`config.mk`:
```
export PLATFORM = sky130hd
export DESIGN_NAME = telem_frame_rx_flat
export DESIGN_NICKNAME = d
export VERILOG_FILES = /design/src/rtl/telem_frame_rx_if.sv /design/src/rtl/telem_frame_rx.sv /design/src/flat_wrapper.sv
export SDC_FILE = /design/constraint.sdc
export NUM_CORES = 1
export LEC_CHECK = 0
export ABC_AREA = 1
export CORE_MARGIN = 1
export CORE_UTILIZATION = 25
export CTS_BUF_LIST = sky130_fd_sc_hd__clkbuf_4 sky130_fd_sc_hd__clkbuf_8 sky130_fd_sc_hd__clkbuf_16
export CTS_CLUSTER_SIZE = 25
export DETAILED_ROUTE_END_ITERATION = 8
export SLEW_MARGIN = 15
export SYNTH_ARGS = -nofsm -noshare
export SYNTH_HDL_FRONTEND = slang
export SYNTH_SLANG_ARGS = --single-unit
```
`constraint.sdc`:
```
create_clock -name clk -period 1.5 [get_ports clk]
set_clock_uncertainty 0.05 [all_clocks]
set_input_delay 0.225 -clock clk [delete_from_list [all_inputs] [get_ports clk]]
set_output_delay 0.225 -clock clk [all_outputs]
set_load 0.005 [all_outputs]
```
`src/rtl/telem_frame_rx_if.sv`:
```
// Byte link from the telemetry source into the frame receiver.
// A byte transfers on any rising edge where rx_valid and rx_ready are both high.
interface telem_frame_rx_if;
   logic [7:0] rx_data;
   logic       rx_valid;
   logic       rx_ready;

   modport master (output rx_data, output rx_valid, input rx_ready);
   modport slave  (input rx_data, input rx_valid, output rx_ready);
endinterface

```
`src/rtl/telem_frame_rx.sv`:
```
// Telemetry frame receiver.
// Hunts for the sync byte and assembles SYNC,HDR,X,Y,Z,T,CSUM.
// A frame with a good checksum produces a one-cycle write of target id and
// coordinates. Frames with a bad header, a bad checksum or a stall are dropped
// and counted in a saturating error counter.
module telem_frame_rx #(
   parameter logic [7:0]  SYNC_BYTE = 8'hA5,
   parameter int unsigned TIMEOUT   = 16,
   parameter int unsigned ERR_W     = 8
) (
   input  logic             clk,
   input  logic             rst,
   telem_frame_rx_if.slave  i_rx,
   output logic             o_wr_en,
   output logic [3:0]       o_target_sel,
   output logic [7:0]       o_x_coord,
   output logic [7:0]       o_y_coord,
   output logic [7:0]       o_z_coord,
   output logic [7:0]       o_t_coord,
   output logic             o_busy,
   output logic [ERR_W-1:0] o_err_cnt
);

   localparam int unsigned IDLE_W = $clog2(TIMEOUT + 1);

   typedef enum logic [2:0] {
      S_HUNT, S_HDR, S_BX, S_BY, S_BZ, S_BT, S_CSUM, S_COMMIT
   } state_t;

   state_t            r_state;
   logic              r_rx_ready;
   logic              r_wr_en;
   logic              r_busy;
   logic [ERR_W-1:0]  r_err_cnt;
   logic [IDLE_W-1:0] r_idle;
   logic [3:0]        r_sh_tgt;
   logic [7:0]        r_sh_x, r_sh_y, r_sh_z, r_sh_t;
   logic [3:0]        r_target_sel;
   logic [7:0]        r_x_coord, r_y_coord, r_z_coord, r_t_coord;

   logic              w_acc;
   logic              w_in_frame;
   logic              w_timeout;
   logic              w_bad_hdr;
   logic              w_bad_csum;
   logic              w_drop;
   logic [7:0]        w_csum_calc;

   assign w_acc       = i_rx.rx_valid & r_rx_ready;
   assign w_in_frame  = (r_state != S_HUNT) && (r_state != S_COMMIT);
   assign w_timeout   = w_in_frame && !w_acc && (r_idle == IDLE_W'(TIMEOUT - 1));
   assign w_bad_hdr   = (r_state == S_HDR) && w_acc && (i_rx.rx_data[7:4] != 4'h0);
   assign w_csum_calc = {4'h0, r_sh_tgt} ^ r_sh_x ^ r_sh_y ^ r_sh_z ^ r_sh_t;
   assign w_bad_csum  = (r_state == S_CSUM) && w_acc && (i_rx.rx_data != w_csum_calc);
   // The three drop causes are mutually exclusive in a cycle, so the count
   // never moves by more than one.
   assign w_drop      = w_timeout | w_bad_hdr | w_bad_csum;

   // Frame FSM with idle timer, shadow capture, commit and error counting
   always_ff @(posedge clk) begin
      if (rst) begin
         r_state      <= S_HUNT;
         r_rx_ready   <= 1'b1;
         r_wr_en      <= 1'b0;
         r_busy       <= 1'b0;
         r_err_cnt    <= '0;
         r_idle       <= '0;
         r_sh_tgt     <= '0;
         r_sh_x       <= '0;
         r_sh_y       <= '0;
         r_sh_z       <= '0;
         r_sh_t       <= '0;
         r_target_sel <= '0;
         r_x_coord    <= '0;
         r_y_coord    <= '0;
         r_z_coord    <= '0;
         r_t_coord    <= '0;
      end else begin
         r_wr_en    <= 1'b0;
         r_rx_ready <= 1'b1;

         if (w_drop && !(&r_err_cnt))
            r_err_cnt <= r_err_cnt + 1'b1;

         if (w_in_frame && !w_acc && !w_timeout)
            r_idle <= r_idle + 1'b1;
         else
            r_idle <= '0;

         case (r_state)
            S_HUNT: begin
               if (w_acc && (i_rx.rx_data == SYNC_BYTE)) begin
                  r_state <= S_HDR;
                  r_busy  <= 1'b1;
               end
            end
            S_HDR: begin
               if (w_acc) begin
                  if (w_bad_hdr) begin
                     r_state <= S_HUNT;
                     r_busy  <= 1'b0;
                  end else begin
                     r_sh_tgt <= i_rx.rx_data[3:0];
                     r_state  <= S_BX;
                  end
               end
            end
            S_BX: if (w_acc) begin r_sh_x <= i_rx.rx_data; r_state <= S_BY; end
            S_BY: if (w_acc) begin r_sh_y <= i_rx.rx_data; r_state <= S_BZ; end
            S_BZ: if (w_acc) begin r_sh_z <= i_rx.rx_data; r_state <= S_BT; end
            S_BT: if (w_acc) begin r_sh_t <= i_rx.rx_data; r_state <= S_CSUM; end
            S_CSUM: begin
               if (w_acc) begin
                  if (w_bad_csum) begin
                     r_state <= S_HUNT;
                     r_busy  <= 1'b0;
                  end else begin
                     r_state      <= S_COMMIT;
                     r_wr_en      <= 1'b1;
                     r_rx_ready   <= 1'b0;
                     r_target_sel <= r_sh_tgt;
                     r_x_coord    <= r_sh_x;
                     r_y_coord    <= r_sh_y;
                     r_z_coord    <= r_sh_z;
                     r_t_coord    <= r_sh_t;
                  end
               end
            end
            S_COMMIT: begin
               r_state <= S_HUNT;
               r_busy  <= 1'b0;
            end
            default: begin
               r_state <= S_HUNT;
               r_busy  <= 1'b0;
            end
         endcase

         // Timeout only fires without an accepted byte, so it never collides
         // with a case-branch transition above.
         if (w_timeout) begin
            r_state <= S_HUNT;
            r_busy  <= 1'b0;
         end
      end
   end

   assign i_rx.rx_ready = r_rx_ready;
   assign o_wr_en       = r_wr_en;
   assign o_target_sel  = r_target_sel;
   assign o_x_coord     = r_x_coord;
   assign o_y_coord     = r_y_coord;
   assign o_z_coord     = r_z_coord;
   assign o_t_coord     = r_t_coord;
   assign o_busy        = r_busy;
   assign o_err_cnt     = r_err_cnt;

endmodule

```
`src/flat_wrapper.sv`:
```
// flat-port wrapper written by rule: the top's interface ports become plain ports
module telem_frame_rx_flat 
#(
   parameter logic [7:0]  SYNC_BYTE = 8'hA5,
   parameter int unsigned TIMEOUT   = 16,
   parameter int unsigned ERR_W     = 8
)
  (clk, rst, o_wr_en, o_target_sel, o_x_coord, o_y_coord, o_z_coord, o_t_coord, o_busy, o_err_cnt, i_rx_rx_data, i_rx_rx_valid, i_rx_rx_ready);
  telem_frame_rx_if i_rx_i ();
  input  logic clk;
  input  logic rst;
  output logic o_wr_en;
  output logic [3:0] o_target_sel;
  output logic [7:0] o_x_coord;
  output logic [7:0] o_y_coord;
  output logic [7:0] o_z_coord;
  output logic [7:0] o_t_coord;
  output logic o_busy;
  output logic [ERR_W-1:0] o_err_cnt;
  input wire logic [$bits(i_rx_i.rx_data)-1:0] i_rx_rx_data;
  input wire logic [$bits(i_rx_i.rx_valid)-1:0] i_rx_rx_valid;
  output wire logic [$bits(i_rx_i.rx_ready)-1:0] i_rx_rx_ready;
  assign i_rx_i.rx_data = i_rx_rx_data;
  assign i_rx_i.rx_valid = i_rx_rx_valid;
  assign i_rx_rx_ready = i_rx_i.rx_ready;
  telem_frame_rx #(.SYNC_BYTE(SYNC_BYTE), .TIMEOUT(TIMEOUT), .ERR_W(ERR_W)) u_core (.clk(clk), .rst(rst), .i_rx(i_rx_i), .o_wr_en(o_wr_en), .o_target_sel(o_target_sel), .o_x_coord(o_x_coord), .o_y_coord(o_y_coord), .o_z_coord(o_z_coord), .o_t_coord(o_t_coord), .o_busy(o_busy), .o_err_cnt(o_err_cnt));
endmodule
```
Figure 1. Local utilization.
The die is cut into 13 by 13 equal tiles; white is low, dark blue is high, 0 to 100% covered.
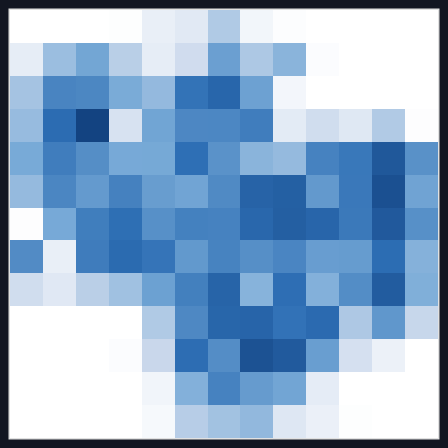
emptiest ninth of the die: south-west
tiles over 75% full: 12%
mean over tiles: 39%
fullest tile: 92%

Figure 2. Routing congestion.
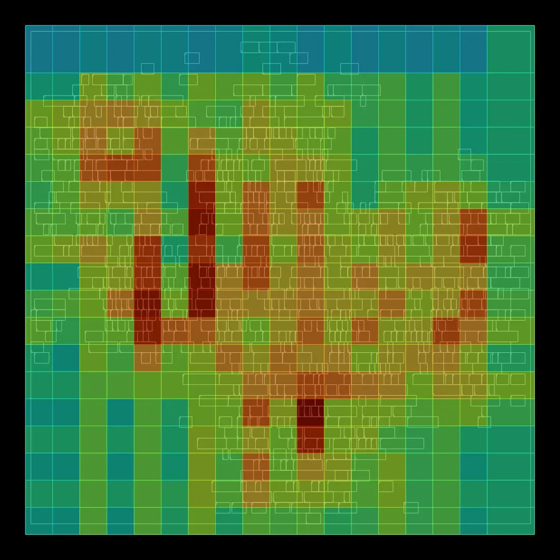
final core utilization: 42.80%
Top Usage Layer GRT: met2
routed length per instance: 12.14 um

Figure 3. Routed metal, one colour a layer.
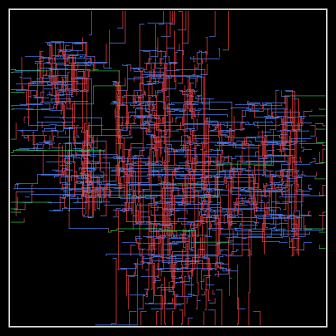
| layer | colour | wire length |
|---|---|---|
| met3 | green | 381 um |
| met1 | blue | 5,420 um |
| met4 | orange | 153 um |
| met2 | red | 5,890 um |

==> changes_impl.md <==
### Changed

* Layout clock area frac at 4.711%
* Wl on met1 at 5.421 mm
* Cell total in the yosys stat output at 577
* Detailed-routed wire length on met3 at 380 um
* Summed negative setup slack over all endpoints at -14.95 ns
* Met3 track utilization from global routing at 3.881%
* Post-synthesis chip area from yosys at 4054 um^2
* Net switching power at 1159 uW
* Worst setup slack after placement at -0.7771 ns
* Stages on the worst setup path at 9
* Crit end category: register
* Final instance area at 6799 um^2
* Net Count, Synth at 591
* Number of antenna violations at the first check in global routing at 2
* Register fraction of the total cell area at 27.55%
* Routed wl met2 at 5.893 mm
* Layout buffering overhead excluding clock cells at 25.95%
* Unrepaired setup endpoints after global routing: yes
* Layout cell share with drive strength beyond 1 at 39.18%
* Fp_density at 25.52%
* Violations in the final reports: setup timing
* Count of library flops with an enable pin at 0
* Residual DRC at 0
* Kind of launch point of the worst setup path: register
* Uppermost metal layer occupied by signal nets: met4
* Status: finished with violations
* Multi-input gate area at 2200 um^2
* Startpoint of the worst-slack reg-to-reg timing path: u_core.r_sh_z[6]
* Top logic cell family in the synthesized netlist: simple AND/OR/NAND/NOR gates
* Chip footprint at 16,730 um^2
* GR met2 Demand/Resource at 24.86%
* Seq cells at 91
* Count of clock buffers in the final design at 10
* Violation tally from detailed-route iteration zero at 187
* Maximum frequency from static timing analysis at 0.5432 GHz
* Dpl hpwl at 8.022 mm
* Most instantiated logic cells after routing: 106 x sky130_fd_sc_hd__buf_4, 96 x sky130_fd_sc_hd__nand2_1, 78 x sky130_fd_sc_hd__inv_1
* Adders+Majority by Area at 0.9259%
* Worst Reg2Reg Path Length in Cells at 9
* Synth async-reset ratio at 0%
* Capturing element of the worst setup path: u_core.o_t_coord[6]
* Worst setup path startpoint: u_core.r_sh_z[6]
* Startpoint of the tightest hold check path: i_rx_rx_data[7]
* Die span in x at 129.3 um
* Final count of pins violating max slew at 0
* Endpoint of the worst register-to-register path: u_core.o_t_coord[6]
* Finish-stage setup viols at 50
* Dominant delay contributor by cell family on the critical path: simple AND/OR/NAND/NOR gates
* Final hold violation count at 0
* Clock group share of total power at 47.9%
* Mux contribution to synthesized area at 0%
* Core region area at 15,890 um^2
* First-pass GRT wire length at 18.43 mm
* Final Cycle Share at 122.7%
* Overflow after GRT at 0
* Clock tree from TritonCTS: done
* Data arrival at the endpoint of the critical path at 2.03 ns
* Destination of the worst hold path: u_core.r_sh_z[7]
* Multi-In Gates at 370
* Worst Setup Slack, final at -0.3411 ns
* Comb pwr share at 5.7%
-- worst register-to-register path, stage by stage (launching register included) --
cell and delay, ns:
sky130_fd_sc_hd__dfxtp_1 0.37, sky130_fd_sc_hd__xor2_2 0.20, sky130_fd_sc_hd__inv_1 0.06, sky130_fd_sc_hd__nand2_1 0.06, sky130_fd_sc_hd__nand4_1 0.15, sky130_fd_sc_hd__nor2_4 0.19
sky130_fd_sc_hd__nand3_4 0.20, sky130_fd_sc_hd__clkbuf_16 0.24, sky130_fd_sc_hd__o21ai_1 0.15, sky130_fd_sc_hd__a21oi_1 0.05
-- timing repair --
item                                    in CTS  in global routing
pin swaps                                   24                 22
hold endpoints to repair                     0                  0
resized                                    109                126
hold buffers                                 0                  0
buffers inserted                             4                  6
gates cloned                                 4                  3
endpoints found under the setup margin      81                100
-- Yosys cell counts, drive strengths merged (2+ instances only) --
cell      n  share of area, %
a21oi    85                10
a31oi     2              0.31
buf       4              0.46
clkbuf   16               1.5
dfxtp    91                45
ha        3              0.93
inv      96               8.9
nand2   119                11
nand3    38               5.1
nand3b    5               1.0
nand4     2              0.31
nor2     26               2.5
nor3      3              0.37
o21ai    73               9.0
xnor2     4              0.86
xor2      7               1.5
-- power groups by stage --
stage	Combinational, uW	Sequential, uW	Clock, uW
after detailed placement	255	2470	0
after CTS	265	2410	2550
after global placement	254	2470	0
after floorplan	111	2470	0
final	293	2410	2480
after global routing	322	2410	2660
-- metrics by stage --
stage	cells	hold WS, ns	utilization, %	power (uW)
4_1_cts	965	0.2766	39.97	5232
2_1_floorplan	577	0.3067	-	2582
3_5_place_dp	941	0.3836	35.98	2725
5_1_grt	975	0.3206	42.79	5391
6_report	976	0.3115	42.80	5182
3_3_place_gp	941	0.3814	35.98	2724
Power and IR drop assume default switching activity.
